===== src/rtl/rgb2gray_sequencer.sv =====
// rgb2gray_sequencer: feeds RGB pixels byte-serially to a gray converter and streams
// the gray results out with frame counting, end-of-frame marking and timeout detection.
module rgb2gray_sequencer #(
  parameter int PIXELS_PER_FRAME = 4096,
  parameter int TIMEOUT          = 15
) (
  input  logic        clk_i,
  input  logic        rst_i,
  input  logic        sclr_i,
  input  logic        pix_valid_i,
  output logic        pix_ready_o,
  input  logic [23:0] pix_data_i,
  output logic        cvt_start_o,
  output logic [7:0]  cvt_rgb_o,
  input  logic        cvt_valid_i,
  input  logic [7:0]  cvt_gray_i,
  output logic        gray_valid_o,
  input  logic        gray_ready_i,
  output logic [7:0]  gray_data_o,
  output logic        gray_eof_o,
  output logic        frame_done_o,
  output logic        busy_o,
  output logic        err_o,
  output logic [15:0] pix_cnt_o
);
  localparam logic [2:0] S_IDLE   = 3'd0;
  localparam logic [2:0] S_SEND_R = 3'd1;
  localparam logic [2:0] S_SEND_G = 3'd2;
  localparam logic [2:0] S_SEND_B = 3'd3;
  localparam logic [2:0] S_WAIT   = 3'd4;
  localparam logic [2:0] S_HOLD   = 3'd5;
  localparam logic [15:0] LAST = 16'(PIXELS_PER_FRAME - 1);
  localparam logic [7:0]  TMO  = 8'(TIMEOUT);

  logic [2:0]  r_state;
  logic [23:0] r_pix;
  logic [7:0]  r_wcnt;
  logic [7:0]  r_gray;
  logic        r_gvalid;
  logic        r_eof;
  logic        r_fdone;
  logic        r_err;
  logic [15:0] r_cnt;
  logic [7:0]  w_wcnt_nx;

  assign w_wcnt_nx    = r_wcnt + 8'd1;
  // ready is gated by rst_i so that every output reads 0 while reset is held
  assign pix_ready_o  = rst_i && (r_state == S_IDLE) && !r_err;
  assign cvt_start_o  = (r_state == S_SEND_R);
  assign cvt_rgb_o    = (r_state == S_SEND_R) ? r_pix[23:16] :
                        (r_state == S_SEND_G) ? r_pix[15:8]  :
                        (r_state == S_SEND_B) ? r_pix[7:0]   : 8'd0;
  assign gray_valid_o = r_gvalid;
  assign gray_data_o  = r_gray;
  assign gray_eof_o   = r_eof;
  assign frame_done_o = r_fdone;
  assign busy_o       = (r_state != S_IDLE);
  assign err_o        = r_err;
  assign pix_cnt_o    = r_cnt;

  always_ff @(posedge clk_i or negedge rst_i) begin
    if (!rst_i) begin
      r_state  <= S_IDLE;
      r_pix    <= '0;
      r_wcnt   <= '0;
      r_gray   <= '0;
      r_gvalid <= 1'b0;
      r_eof    <= 1'b0;
      r_fdone  <= 1'b0;
      r_err    <= 1'b0;
      r_cnt    <= '0;
    end else if (sclr_i) begin
      r_state  <= S_IDLE;
      r_wcnt   <= '0;
      r_gvalid <= 1'b0;
      r_eof    <= 1'b0;
      r_fdone  <= 1'b0;
      r_err    <= 1'b0;
      r_cnt    <= '0;
    end else begin
      r_fdone <= 1'b0;
      case (r_state)
        S_IDLE: if (pix_valid_i && pix_ready_o) begin
          r_pix   <= pix_data_i;
          r_state <= S_SEND_R;
        end
        S_SEND_R: r_state <= S_SEND_G;
        S_SEND_G: r_state <= S_SEND_B;
        S_SEND_B: begin
          r_wcnt  <= '0;
          r_state <= S_WAIT;
        end
        // a result arriving on the timeout cycle still wins
        S_WAIT: if (cvt_valid_i) begin
          r_gray   <= cvt_gray_i;
          r_gvalid <= 1'b1;
          r_eof    <= (r_cnt == LAST);
          r_wcnt   <= '0;
          r_state  <= S_HOLD;
        end else if (w_wcnt_nx == TMO) begin
          r_err   <= 1'b1;
          r_wcnt  <= '0;
          r_state <= S_IDLE;
        end else begin
          r_wcnt <= w_wcnt_nx;
        end
        S_HOLD: if (gray_ready_i) begin
          r_gvalid <= 1'b0;
          r_eof    <= 1'b0;
          r_fdone  <= r_eof;
          r_cnt    <= r_eof ? 16'd0 : r_cnt + 16'd1;
          r_state  <= S_IDLE;
        end
        default: r_state <= S_IDLE;
      endcase
    end
  end
endmodule


===== config.mk =====
export PLATFORM = sky130hd
export DESIGN_NAME = rgb2gray_sequencer
export DESIGN_NICKNAME = d
export VERILOG_FILES = /design/src/rtl/rgb2gray_sequencer.sv
export SDC_FILE = /design/constraint.sdc
export NUM_CORES = 1
export LEC_CHECK = 0
export CORE_UTILIZATION = 40
export DETAILED_ROUTE_END_ITERATION = 16
export PLACE_DENSITY_LB_ADDON = 0.05
export REMOVE_ABC_BUFFERS = 1
export SLEW_MARGIN = 20
export SYNTH_ARGS = -nofsm -noshare
export SYNTH_HDL_FRONTEND = slang
export SYNTH_SLANG_ARGS = --single-unit

===== constraint.sdc =====
create_clock -name clk_i -period 2.2 [get_ports clk_i]
set_input_delay 0.44 -clock clk_i [delete_from_list [all_inputs] [get_ports clk_i]]
set_output_delay 0.44 -clock clk_i [all_outputs]
set_load 0.01 [all_outputs]

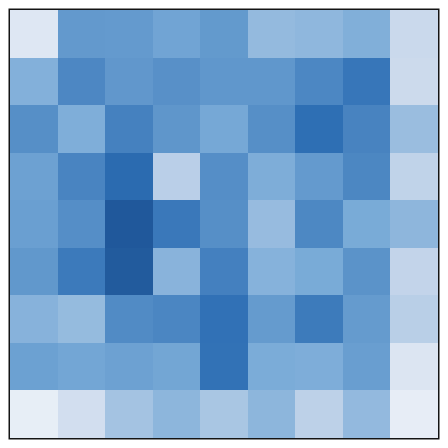
(run_1/density.png)
The die is cut into 9 by 9 equal tiles; white is low, dark blue is high, 0 to 100% covered.
tiles over 75% full: 3.7%
fullest tile: 84%
densest ninth of the die: left middle
mean over tiles: 51%
Initial Util: 41.50%
final core utilization: 57.40%

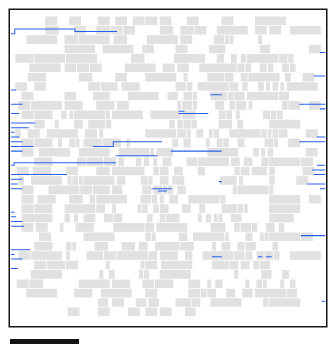
(run_1/met3.png)
The bar under the picture is 20 um long.
wire length on this layer: 255 um
nets with wire on the layer: 44
longest straight run: 29.4 um
share of all routed wire: 3.4%
via count: 2611
grt met3 use: 3.350%
final wirelength: 7435 um

==> Slide: Implementation Results, run 1 <==
Key Metrics from the Run

Setup path
  – R2R setup slack: 0.26 ns
  – Worst path max stage delay: 0.42 ns
  – Worst Path Max Fanout: 4
  – Buf+Inv Stages, Crit Path: 2
  – Slowest-stage cell, CP: dfrtp_1
  – Crit end category: output pin
  – CP startpoint: r_state[0]
  – WP data required: 1.76 ns
  – Reg2reg start: r_state[0]
  – CP top delay family: simple AND/OR/NAND/NOR gates

Layout
  – Most frequent logic cell in the layout: clkdlybuf4s50_1
  – Share of post-route cells with drive strength above 1: 19.75%
  – Final instance area: 0.004436 mm2
  – Logic cell area: 0.001518 mm2
  – #MultiIn Comb: 216
  – Number of fill cells: 688
  – Max reg flops: 24
  – Top class by area: flip-flops and latches
  – Clock-cell share: 4.711%
  – Flop count: 63
  – Combinational share of cell area: 34.22%
  – Register area: 0.001578 mm2
  – Flop share of the area: 35.57%

Routing
  – DR iter-0 viols: 44
  – DR top layer: met4
  – Vias per cell: 5.150
  – Wire per inst: 14.66 um
  – Met1 wire length: 3528 um
  – Met2 routed WL: 3568 um
  – DRC: 0

Placed design
  – GP Congestion: 0.7701
  – Area after DPL: 0.004169 mm2
  – Detailed-placement wirelength estimate: 5090 um
  – Buffers on Ports: 76
  – Pre-CTS setup slack: 0.06121 ns

Synth
  – Synth top cells by count: dfrtp_1, nor2_1, a21oi_1
  – Leading area contributor after synthesis: dfrtp_1
  – Flip-flops with a built-in enable: 0
  – Yosys stat area: 0.003207 mm2
  – Ys flop type: dfrtp_1
  – Top cells by area: dfrtp_1, mux2_4, mux2_2, a21oi_1, nor2_1
  – Seq share, synth: 49.16%
  – Ys flops: 63
  – Cells after synthesis: 301
  – Top-count cell post-synth: dfrtp_1
  – Synthesized cell area: 0.003207 mm2

STA
  – Worst Max-Slew Pin Slew: 0.5204 ns
  – Relative slew slack: 65.31%
  – Slew Viols, Final: 0
  – RSZ-0062 raised after global routing: false
  – Crit path time final: 2.114 ns

Clock network
  – Total CTS buffers: 9
  – H-tree levels: 3
  – # hold bufs at CTS: 0
  – Clock transition at the registers of the reported paths: 0.08 ns
  – Worst skew pair latency: 0.33 ns

Power
  – Sequential Power Share: 45.4%
  – Power consumption: 3113 uW
  – Clock power share: 34.0%
  – Peak supply drop: 0.0003901 V
  – Comb pwr share: 20.6%
  – Sw frac: 24.61%
  – Leakage: 0.001981 uW

Min path
  – Hold WC Path Type: input pin to asynchronous set/reset pin

Floorplan
  – Die Size: 0.008380 mm2
  – Die X: 91.54 um
  – Row cnt: 32

Global routing
  – Grt ovf: 0
  – Vias in the first global route: 2668
  – GR Util All Layers: 19.27%
  – Largest net degree at the start of global routing: 41

Outcome
  – Outcome: finished, final reports clean

Flow run
  – Tool warning count: 26
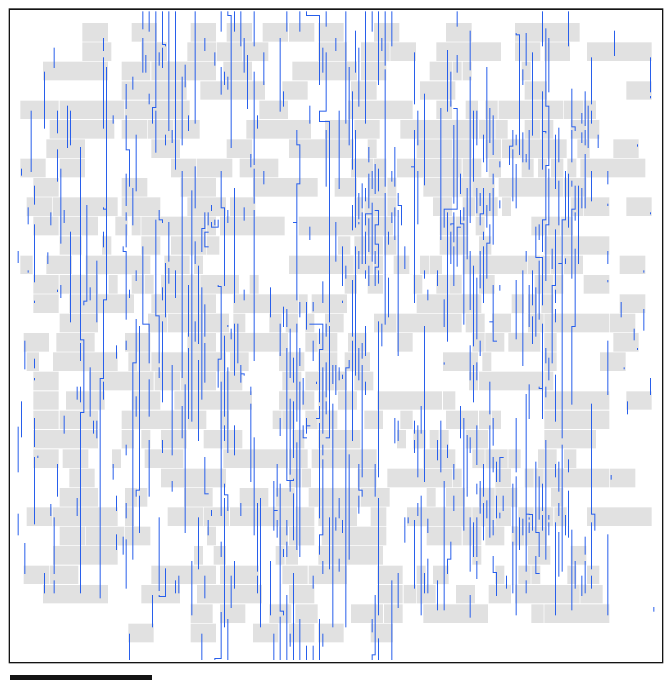
(run_1/met2.png)
The bar under the picture is 20 um long.
main direction: vertical
share of all routed wire: 48%
wire length on this layer: 3570 um
routing usage on met2: 31.45%

==> run 1: power by group through the flow <==
stage | Sequential (uW) | Clock, uW | Combinational [uW]
final | 1410 | 1060 | 641
after global routing | 1440 | 1130 | 701
after CTS | 1410 | 1090 | 642
after detailed placement | 1430 | 0 | 644
after global placement | 1430 | 0 | 634
after floorplan | 1430 | 0 | 342
==> run 1: cells by family after synthesis <==
family          count (synthesis)  synth area share, %
buf+inv                        22                3.589
compound gates                 61                11.08
simple gates                  102                16.19
xor+xnor                       10                2.731
mux                            40                16.08
flops                          63                49.16
fa+ha+maj                       3                1.171
==> run 1: how the worst max path moves through the flow <==
stage,endpoint,cells after the start
finish,pix_ready_o,4
CTS,busy_o,3
floorplan,r_pix[10],3
detailed placement,pix_cnt_o[15],6
global placement,pix_cnt_o[15],6
global route,cvt_rgb_o[5],7
==> run 2, diff against run 1 <==
Settings changed: CORE_ASPECT_RATIO from default to 0.8, CTS_CLUSTER_SIZE from default to 8.
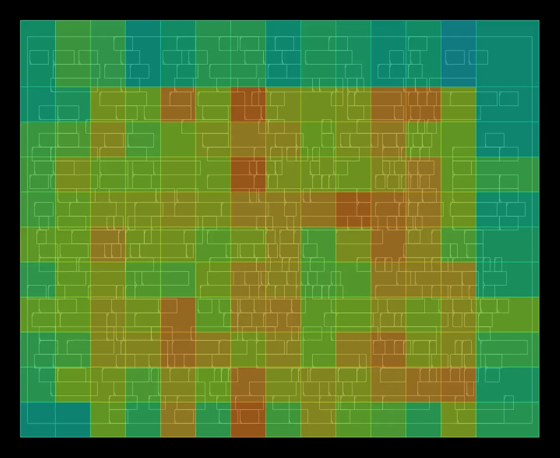
(run_2/final_congestion.png)
GRT busiest layer: met2
routing usage on met2: 27.65%

==> Slide: Implementation Results, run 2 <==
Key Metrics from the Run

Floorplan
  – Boundary Pins: 77
  – Row cnt: 28
  – Die X: 102.1 um
  – Die height: 82.09 um
  – Initial Util: 42.38%
  – Die Size: 0.008381 mm2

Layout
  – Number of fill cells: 716
  – Synthesis-to-finish area growth: 37.57%
  – Register area: 0.001578 mm2
  – Non-Filler Instances: 506
  – Fin nets: 437
  – Final instance area: 0.004412 mm2
  – Most frequent logic cell in the layout: clkdlybuf4s50_1
  – Logic cell area: 0.001515 mm2
  – ANT cells: 0
  – Top Layout Cells: clkdlybuf4s50_1, dfrtp_1, nor2_1
  – Share of post-route cells with drive strength above 1: 19.20%
  – Max reg flops: 24
  – Final core utilization: 58.30%

STA
  – Final setup viols: 0
  – Slew Viols, Final: 0
  – Worst Max-Slew Pin Slew: 0.5078 ns
  – Crit path time final: 2.091 ns
  – Setup TNS: 0 ns
  – Final WS setup: 0.1085 ns
  – Relative slew slack: 66.15%
  – RSZ-0062 raised after global routing: true
  – Final hold vios: 0

Routing
  – Met2 routed WL: 3225 um
  – DRC: 0
  – Via count: 2551
  – Wire per inst: 14.25 um
  – DR WL met3: 396 um
  – DR iter-0 viols: 153
  – Antenna viol nets, final: 0
  – Vias per cell: 5.042
  – DR top layer: met4
  – Met1 wire length: 3540 um

Synth
  – Flip-flops with a built-in enable: 0
  – Seq share, synth: 49.16%
  – Leading area contributor after synthesis: dfrtp_1
  – Synthesized cell area: 0.003207 mm2
  – Top cells by area: dfrtp_1, mux2_4, mux2_2, a21oi_1, nor2_1
  – Cell count in the Yosys report: 301
  – Cells after synthesis: 301
  – Async SR Flop Fraction: 100.0%
  – Yosys warns: 0
  – Top-count cell post-synth: dfrtp_1
  – Ys flops: 63
  – Simple Share, Synth: 16.19%
  – Ys flop type: dfrtp_1
  – Aoi/oai-family share of the synthesized area: 11.08%
  – FA/HA/MAJ Cells, Area Fraction: 1.171%
  – Yosys stat area: 0.003207 mm2
  – Distinct cells, synth: 45
  – XOR Share, Synth: 2.731%
  – MUX area fraction: 16.07%
  – Logic family by area: simple AND/OR/NAND/NOR gates
  – Synth top cells by count: dfrtp_1, nor2_1, a21oi_1

Power
  – Pwr Density: 722.1 mW/mm2
  – Clock power share: 36.0%
  – Top Consumer: sequential cells
  – Sequential Power Share: 44.4%
  – Comb power: 625 uW
  – Power consumption: 3186 uW
  – Sw frac: 24.08%
  – Leakage: 0.001956 uW
  – Switching power: 767.1 uW
  – Peak supply drop: 0.0003538 V
  – Comb pwr share: 19.6%
  – Cell Int Power: 2419 uW
  – Seq pwr: 1410 uW
  – Clk. pwr: 1150 uW

Setup path
  – Reg2reg start: r_wcnt[0]
  – Last element of the critical path: cvt_rgb_o[3]
  – R2R setup slack: 0.20 ns
  – Worst setup path category: flop to output pin
  – CP top delay family: buffers and inverters
  – CP startpoint: r_state[0]
  – Worst path depth: 7
  – Slowest-stage cell, CP: dfrtp_1
  – Buf+Inv Stages, Crit Path: 3
  – R2R cell count: 6
  – Crit end category: output pin
  – WP data required: 1.76 ns
  – CP Data Arrival Time: 1.65 ns
  – Worst path max stage delay: 0.42 ns
  – Worst Path Max Fanout: 5

Global routing
  – Vias in the first global route: 2476
  – Grt ovf: 0
  – GR Util All Layers: 18.68%
  – Initial antenna violation count: 0
  – Met1 Resource Use GR: 25.98%
  – First-pass GRT wire length: 11870 um
  – Largest net degree at the start of global routing: 41

Clock network
  – Total CTS buffers: 9
  – Clock transition at the registers of the reported paths: 0.07 ns
  – Clock Path Buffers: 2
  – H-tree levels: 3
  – Worst skew pair latency: 0.34 ns
  – Clock Root Buffer: clkbuf_8
  – CTS tree: done

Placed design
  – Area after DPL: 0.004180 mm2
  – Detailed-placement wirelength estimate: 5195 um
  – Pre-CTS setup slack: 0.05580 ns
  – GP Congestion: 0.7793
  – Buffers on Ports: 76

Flow run
  – Tool warning count: 27

Min path
  – Hold WC Path Type: input pin to asynchronous set/reset pin

Outcome
  – Outcome: finished, final reports clean
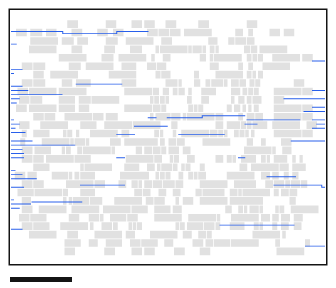
(run_2/met3.png)
The bar under the picture is 20 um long.
longest straight run: 23.9 um
wire length on this layer: 396 um
main direction: horizontal
final wirelength: 7211 um
grt met3 use: 5.532%

## run 2: cell counts after synthesis
Identical to the previous run, type by type.
## run 2: layout make-up
| type | instances | area share, % |
|---|---|---|
| Clock buffer | 11 | 3.432 |
| Clock inverter | 5 | 1.815 |
| Inverter | 7 | 0.5956 |
| Multi-Input combinational cell | 216 | 34.34 |
| Sequential cell | 63 | 35.76 |
| Tap cell | 105 | 2.978 |
| Timing Repair Buffer | 99 | 21.07 |
## run 2: repair_timing
item	in CTS	in global routing
endpoints found under the hold margin	0	0
endpoints found under the setup margin	10	7
hold buffers	0	0
gates resized	13	6
buffers inserted	2	1
==> run 3, diff against run 2 <==
Settings changed: CORE_MARGIN from default to 4, CTS_CLUSTER_SIZE 8 to 20.
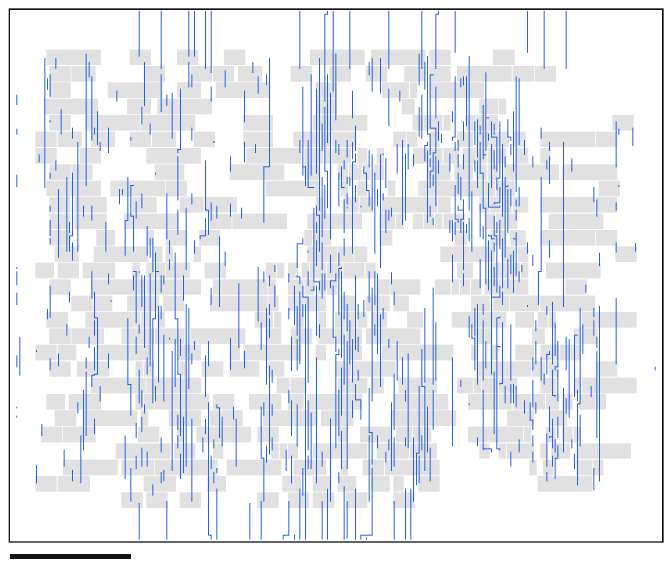
(run_3/met2.png)
The bar under the picture is 20 um long.
share of all routed wire: 43%
wire length on this layer: 3270 um
main direction: vertical
nets with wire on the layer: 369
final wirelength: 7579 um
routing usage on met2: 25.34%
via count: 2575

==> Slide: Implementation Results, run 3 <==
Key Metrics from the Run

Outcome
  – Outcome: finished, final reports clean

Layout
  – Flop count: 63
  – Non-Filler Instances: 505
  – Buffers, non-clock: 99
  – Top class by area: flip-flops and latches
  – ANT cells: 0
  – Fin nets: 437
  – Clock-cell share: 4.815%
  – Synthesis-to-finish area growth: 36.95%
  – Logic cell area: 0.001520 mm2
  – Number of fill cells: 696
  – Non-clk buf share: 21.03%
  – Combinational share of cell area: 34.62%
  – Share of post-route cells with drive strength above 1: 18.75%
  – Most frequent logic cell in the layout: clkdlybuf4s50_1
  – Flop share of the area: 35.95%
  – Max reg flops: 24
  – #MultiIn Comb: 216
  – Top Layout Cells: clkdlybuf4s50_1, dfrtp_1, nor2_1

STA
  – Final hold vios: 0
  – Relative slew slack: 62.48%
  – Final setup viols: 0
  – Final WS setup: 0.1418 ns
  – Slew Viols, Final: 0
  – Worst Max-Slew Pin Slew: 0.5628 ns
  – RSZ-0062 raised after global routing: false

Clock network
  – Total CTS buffers: 9
  – # hold bufs at CTS: 0
  – # Post-CTS Setup Buffers: 3
  – Clock transition at the registers of the reported paths: 0.06 ns
  – CTS tree: done
  – Post-CTS sizing: 16
  – Clock Root Buffer: clkbuf_8

Power
  – Pwr Density: 715.9 mW/mm2
  – Sequential Power Share: 45.1%
  – Power consumption: 3144 uW
  – Sw frac: 24.25%
  – Clk. pwr: 1100 uW
  – Switching power: 762.3 uW
  – Seq pwr: 1420 uW
  – Leakage: 0.001959 uW
  – Comb pwr share: 20.0%

Synth
  – Synthesized cell area: 0.003207 mm2
  – Seq share, synth: 49.16%
  – Cells after synthesis: 301
  – Top cells by area: dfrtp_1, mux2_4, mux2_2, a21oi_1, nor2_1
  – XOR Share, Synth: 2.731%
  – Ys flops: 63
  – Distinct cells, synth: 45
  – Simple Share, Synth: 16.19%
  – Async SR Flop Fraction: 100.0%
  – Logic family by area: simple AND/OR/NAND/NOR gates
  – FA/HA/MAJ Cells, Area Fraction: 1.171%
  – Yosys stat area: 0.003207 mm2
  – Top-count cell post-synth: dfrtp_1
  – Flip-flops with a built-in enable: 0

Global routing
  – Vias in the first global route: 2525
  – Met1 Resource Use GR: 23.94%
  – Initial antenna violation count: 0
  – Grt ovf: 0
  – Largest net degree at the start of global routing: 43
  – First-pass GRT wire length: 12620 um

Routing
  – Wire per inst: 15.01 um
  – DR iter-0 viols: 98
  – DR WL met3: 458 um
  – Met2 routed WL: 3267 um
  – Antenna viol nets, final: 0

Floorplan
  – Die Size: 0.009522 mm2
  – Row cnt: 28
  – TAP cells: 105
  – Die height: 88.09 um
  – Initial Util: 42.18%

Placed design
  – Buffers on Ports: 76
  – Pre-CTS setup slack: 0.09221 ns
  – Detailed-placement wirelength estimate: 5420 um
  – GP Congestion: 0.8022

Setup path
  – Reg2reg start: r_state[1]
  – R2R cell count: 5
  – WP data required: 1.76 ns
  – Slowest-stage cell, CP: dfrtp_2
  – Buf+Inv Stages, Crit Path: 2
  – CP top delay family: buffers and inverters
  – CP startpoint: r_state[0]
  – Worst setup path category: flop to output pin
  – Worst Path Max Fanout: 9

Flow run
  – Tool warning count: 26
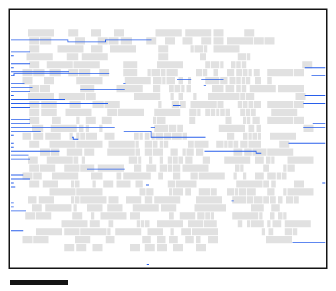
(run_3/met3.png)
The bar under the picture is 20 um long.
main direction: horizontal
longest straight run: 35.2 um
share of all routed wire: 6.1%
nets with wire on the layer: 46
wire length on this layer: 459 um
grt met3 use: 5.601%

## run 3: how the worst max path moves through the flow
stage	slack (ns)	cells past startpoint	endpoint
5_1_grt	0.03	6	cvt_rgb_o[1]
2_1_floorplan	-0.15	3	r_pix[10]
3_5_place_dp	0.09	6	pix_cnt_o[7]
3_3_place_gp	0.15	6	pix_cnt_o[10]
6_report	0.14	6	cvt_rgb_o[3]
4_1_cts	0.03	4	pix_ready_o
## run 3: metrics by stage
stage / setup TNS [ns] / instance area [um2]
5_1_grt: 0 / 4392
2_1_floorplan: -3.641 / 3118
3_5_place_dp: 0 / 4168
3_3_place_gp: 0 / 4168
4_1_cts: 0 / 4398
6_report: 0 / 4392
Power and IR drop assume default switching activity.
